Met1 routing:
The bar under the picture is 50 microns long.
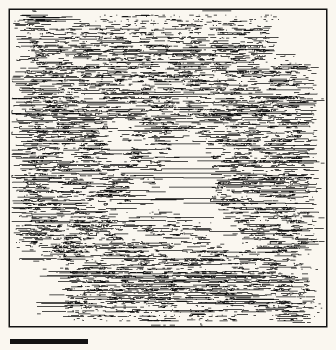
Signal wires on met2:
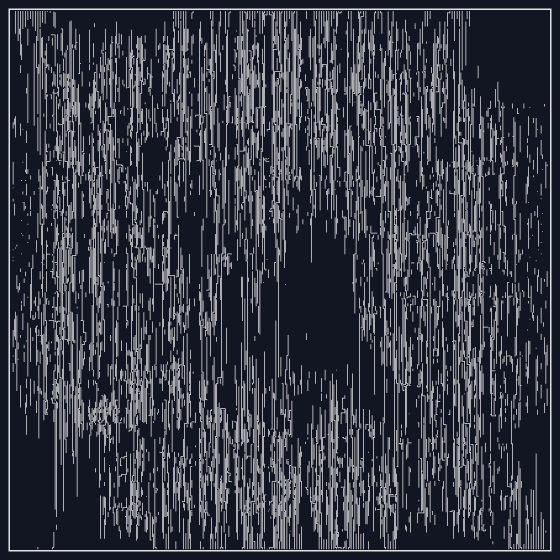
M3 wires:
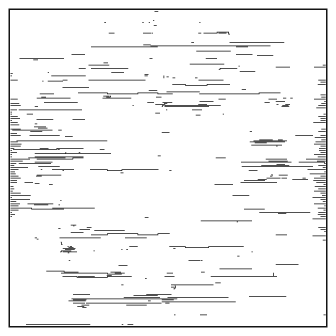
Met4 routing:
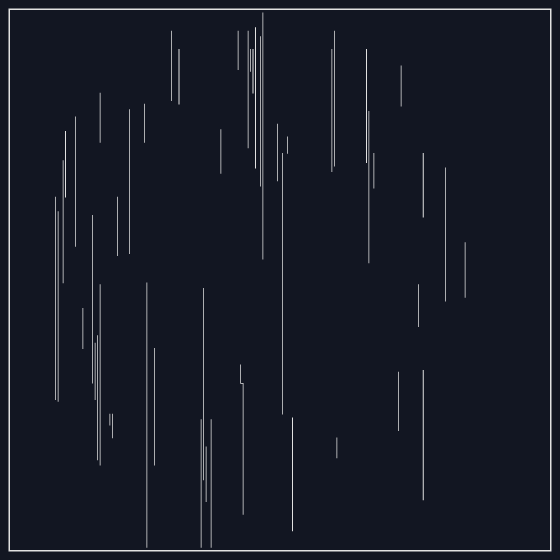
Routing congestion map:
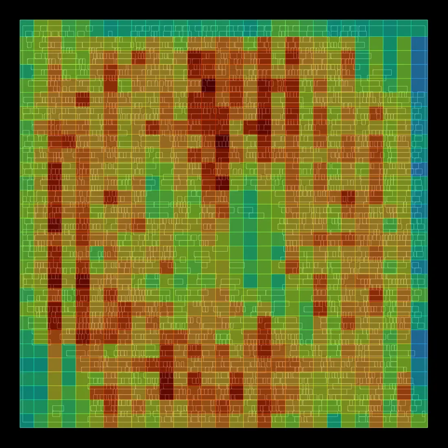
[src/rtl/sa_loader.sv]
// sa_loader: collects COLS upstream words per row into a row buffer, issues each
// complete row to the systolic array lanes with its row index, repeats for ROWS
// rows, then holds WRITE through a drain window and a compute window before
// pulsing DONE. The sixteen DOUT lane ports assume COLS = 16.
//
// state     | meaning
// ----------+-------------------------------------------------------------
// S_IDLE    | waiting for START; row/column counters held at 0
// S_FILL    | IN_READY=1, each handshake stores one word of the current row
// S_ISSUE   | one cycle after a full row: lanes/IDX just loaded, IN_READY=0
// S_DRAIN   | WRITE stays 1 for DRAIN_CYCLES after the last row issue
// S_COMPUTE | WRITE=0 for COMPUTE_CYCLES while the array computes
// S_FINISH  | DONE pulse for one cycle, then back to S_IDLE

module sa_loader #(
    parameter int ROWS           = 8,
    parameter int COLS           = 16,
    parameter int DW             = 16,
    parameter int DRAIN_CYCLES   = 2,
    parameter int COMPUTE_CYCLES = 30
) (
    input  logic          clk,
    input  logic          rst_n,
    input  logic          start,
    input  logic          in_valid,
    input  logic [DW-1:0] in_data,
    output logic          in_ready,
    output logic          en,
    output logic          rf_en,
    output logic          write,
    output logic [4:0]    idx,
    output logic [DW-1:0] dout_0,
    output logic [DW-1:0] dout_1,
    output logic [DW-1:0] dout_2,
    output logic [DW-1:0] dout_3,
    output logic [DW-1:0] dout_4,
    output logic [DW-1:0] dout_5,
    output logic [DW-1:0] dout_6,
    output logic [DW-1:0] dout_7,
    output logic [DW-1:0] dout_8,
    output logic [DW-1:0] dout_9,
    output logic [DW-1:0] dout_10,
    output logic [DW-1:0] dout_11,
    output logic [DW-1:0] dout_12,
    output logic [DW-1:0] dout_13,
    output logic [DW-1:0] dout_14,
    output logic [DW-1:0] dout_15,
    output logic          busy,
    output logic          done
);

    localparam int CW   = (COLS > 1) ? $clog2(COLS) : 1;
    localparam int RW   = (ROWS > 1) ? $clog2(ROWS) : 1;
    localparam int TMAX = (DRAIN_CYCLES > COMPUTE_CYCLES) ? DRAIN_CYCLES : COMPUTE_CYCLES;
    localparam int TW   = $clog2(TMAX + 1);

    typedef enum logic [2:0] {
        S_IDLE,
        S_FILL,
        S_ISSUE,
        S_DRAIN,
        S_COMPUTE,
        S_FINISH
    } state_t;

    state_t          state;
    logic [CW-1:0]   col_cnt;
    logic [RW-1:0]   row_cnt;
    logic [TW-1:0]   tmr;
    logic [DW-1:0]   row_buf [COLS];
    logic [DW-1:0]   lane    [COLS];

    // The only combinational output: the loader accepts a word whenever it is filling.
    assign in_ready = (state == S_FILL);

    assign dout_0  = lane[0];
    assign dout_1  = lane[1];
    assign dout_2  = lane[2];
    assign dout_3  = lane[3];
    assign dout_4  = lane[4];
    assign dout_5  = lane[5];
    assign dout_6  = lane[6];
    assign dout_7  = lane[7];
    assign dout_8  = lane[8];
    assign dout_9  = lane[9];
    assign dout_10 = lane[10];
    assign dout_11 = lane[11];
    assign dout_12 = lane[12];
    assign dout_13 = lane[13];
    assign dout_14 = lane[14];
    assign dout_15 = lane[15];

    // Sequencer: state, counters, row buffer and every registered output.
    always_ff @(posedge clk or negedge rst_n) begin
        if (!rst_n) begin
            state   <= S_IDLE;
            col_cnt <= '0;
            row_cnt <= '0;
            tmr     <= '0;
            en      <= 1'b0;
            rf_en   <= 1'b0;
            write   <= 1'b0;
            busy    <= 1'b0;
            done    <= 1'b0;
            idx     <= '0;
            for (int k = 0; k < COLS; k++) begin
                row_buf[k] <= '0;
                lane[k]    <= '0;
            end
        end else begin
            done <= 1'b0;
            case (state)
                S_IDLE: begin
                    row_cnt <= '0;
                    col_cnt <= '0;
                    if (start) begin
                        state <= S_FILL;
                        en    <= 1'b1;
                        rf_en <= 1'b1;
                        busy  <= 1'b1;
                    end
                end
                S_FILL: begin
                    if (in_valid) begin
                        row_buf[col_cnt] <= in_data;
                        if (col_cnt == CW'(COLS - 1)) begin
                            // Final word bypasses the buffer so all lanes load on this edge.
                            for (int k = 0; k < COLS - 1; k++) begin
                                lane[k] <= row_buf[k];
                            end
                            lane[COLS-1] <= in_data;
                            idx          <= 5'(row_cnt);
                            write        <= 1'b1;
                            col_cnt      <= '0;
                            state        <= S_ISSUE;
                        end else begin
                            col_cnt <= col_cnt + 1'b1;
                        end
                    end
                end
                S_ISSUE: begin
                    if (row_cnt == RW'(ROWS - 1)) begin
                        tmr   <= TW'(DRAIN_CYCLES - 1);
                        state <= S_DRAIN;
                    end else begin
                        row_cnt <= row_cnt + 1'b1;
                        state   <= S_FILL;
                    end
                end
                S_DRAIN: begin
                    if (tmr == '0) begin
                        tmr   <= TW'(COMPUTE_CYCLES - 1);
                        write <= 1'b0;
                        state <= S_COMPUTE;
                    end else begin
                        tmr <= tmr - 1'b1;
                    end
                end
                S_COMPUTE: begin
                    if (tmr == '0) begin
                        done  <= 1'b1;
                        state <= S_FINISH;
                    end else begin
                        tmr <= tmr - 1'b1;
                    end
                end
                S_FINISH: begin
                    en      <= 1'b0;
                    rf_en   <= 1'b0;
                    busy    <= 1'b0;
                    row_cnt <= '0;
                    state   <= S_IDLE;
                end
                default: state <= S_IDLE;
            endcase
        end
    end

endmodule

[config.mk]
export PLATFORM = sky130hd
export DESIGN_NAME = sa_loader
export DESIGN_NICKNAME = d
export VERILOG_FILES = /design/src/rtl/sa_loader.sv
export SDC_FILE = /design/constraint.sdc
export NUM_CORES = 1
export LEC_CHECK = 0
export ABC_AREA = 1
export CAP_MARGIN = 10
export CORE_MARGIN = 1
export CORE_UTILIZATION = 50
export DETAILED_ROUTE_END_ITERATION = 7
export PLACE_DENSITY = 0.74
export SLEW_MARGIN = 15
export SYNTH_ARGS = -nofsm -noshare
export SYNTH_HDL_FRONTEND = slang
export SYNTH_SLANG_ARGS = --single-unit
[constraint.sdc]
create_clock -name clk -period 1.77 [get_ports clk]
set_input_delay 0.354 -clock clk [delete_from_list [all_inputs] [get_ports clk]]
set_output_delay 0.354 -clock clk [all_outputs]
set_load 0.03 [all_outputs]
==> results.json <==
{
  "tightest_slew_ns": 0.681,
  "dpl.hpwl_mm": 34.3,
  "ys_sh_adder_pct": 0.441,
  "preCtsSetupSlack_ns": -0.191,
  "synth_seq_share_pct": 65.1,
  "clock_latency_ns": 0.59,
  "synth_area_sq_um": 19900,
  "status": "finished, final reports clean",
  "reg2reg_from": "col_cnt[0]$_DFFE_PN0P_",
  "die_y_microns": 201,
  "yosys_cells": 2083,
  "instances_no_fill": 2923,
  "syn_inst": 2083,
  "synth_cell_types": 28,
  "fin_hold_ws_ns": 0.253,
  "fin_skew_ns": 0.0176,
  "final-setup-viol-count": 0,
  "cts_tree": "built",
  "r2r_cells": 8,
  "fp_util_pct": 51.1,
  "common_cells": "nand2_1, dfrtp_1, nand3_1, o21ai_0, buf_2",
  "post-route-period-util_pct": 99.1,
  "gp_congestion": 0.829
}
-- 'met1 routing' (at the start) --
wire length on this layer: 22.6 mm
main direction: horizontal
longest straight run: 82.8 microns

-- 'signal wires on met2' (at the start) --
longest straight run: 76.0 microns
share of all routed wire: 49%
main direction: vertical
wire length on this layer: 26.5 mm
nets with wire on the layer: 1907

-- 'M3 wires' (at the start) --
wire length on this layer: 3360 microns
nets with wire on the layer: 247
longest straight run: 76.1 microns
share of all routed wire: 6.2%
main direction: horizontal
routed vias: 15700
met3 Use GR: 5.00%
Total Wirelength: 54.4 mm

-- 'met4 routing' (at the start) --
longest straight run: 98.6 microns
share of all routed wire: 3.5%
nets with wire on the layer: 34
main direction: vertical

-- 'routing congestion map' (at the start) --
global-route usage over all layers: 27.7%
Final Core Density: 64.9%
Most Crowded Layer GR: met2
M2 GR Usage: 44.9%

[worst max path at each step]
stage	from	endpoint	cells past startpoint
2_1_floorplan	col_cnt[0]$_DFFE_PN0P_	dout_0[0]$_DFFE_PN0P_	8
3_3_place_gp	in_valid	dout_6[5]$_DFFE_PN0P_	8
3_5_place_dp	in_valid	dout_15[0]$_DFFE_PN0P_	7
4_1_cts	dout_9[1]$_DFFE_PN0P_	dout_9[1]	1
5_1_grt	state[1]$_DFFE_PN0P_	col_cnt[0]$_DFFE_PN0P_	7
6_report	state[1]$_DFFE_PN0P_	in_ready	4
[layout make-up]
| type | count | share of cell area [%] |
|---|---|---|
| multi-input combinational | 1372 | 23.7 |
| tap | 518 | 2.56 |
| timing repair buffer | 382 | 15.8 |
| clock buffer | 79 | 5.79 |
| clock inverter | 9 | 0.253 |
| inverter | 44 | 0.668 |
| antenna | 2 | 0.0198 |
| sequential | 517 | 51.2 |
[metal layers]
metal | track usage (%) | routed length (microns) | up-vias
met5 | 0 | 0 | -
met4 | 10.9 | 1900 | 0
met3 | 5.00 | 3360 | 112
li1 | - | - | 7301
met1 | 37.1 | 22600 | 7714
met2 | 44.9 | 26500 | 550
[where the power goes]
part	total (uW)	switching (uW)	internal (uW)
clock	10000	4380	5660
combinational	3880	2450	1430
sequential	13200	523	12700
[state kept, by name, summed over array words and instances, names as in the netlist, 16 cells and up]
name	count
dout_0	16
dout_1	16
dout_10	16
dout_11	16
dout_12	16
dout_13	16
dout_14	16
dout_15	16
dout_2	16
dout_3	16
dout_4	16
dout_5	16
dout_6	16
dout_7	16
dout_8	16
dout_9	16
row_buf	240
[repair_timing]
item                       4_1_cts  5_1_grt
hold endpoints to repair        43        0
pin swaps                        1        1
gates resized                  321       51
hold buffers                     1        0
setup buffers                    7        3
gates cloned                     0        0
setup endpoints to repair      265       88
Power and IR drop assume default switching activity.
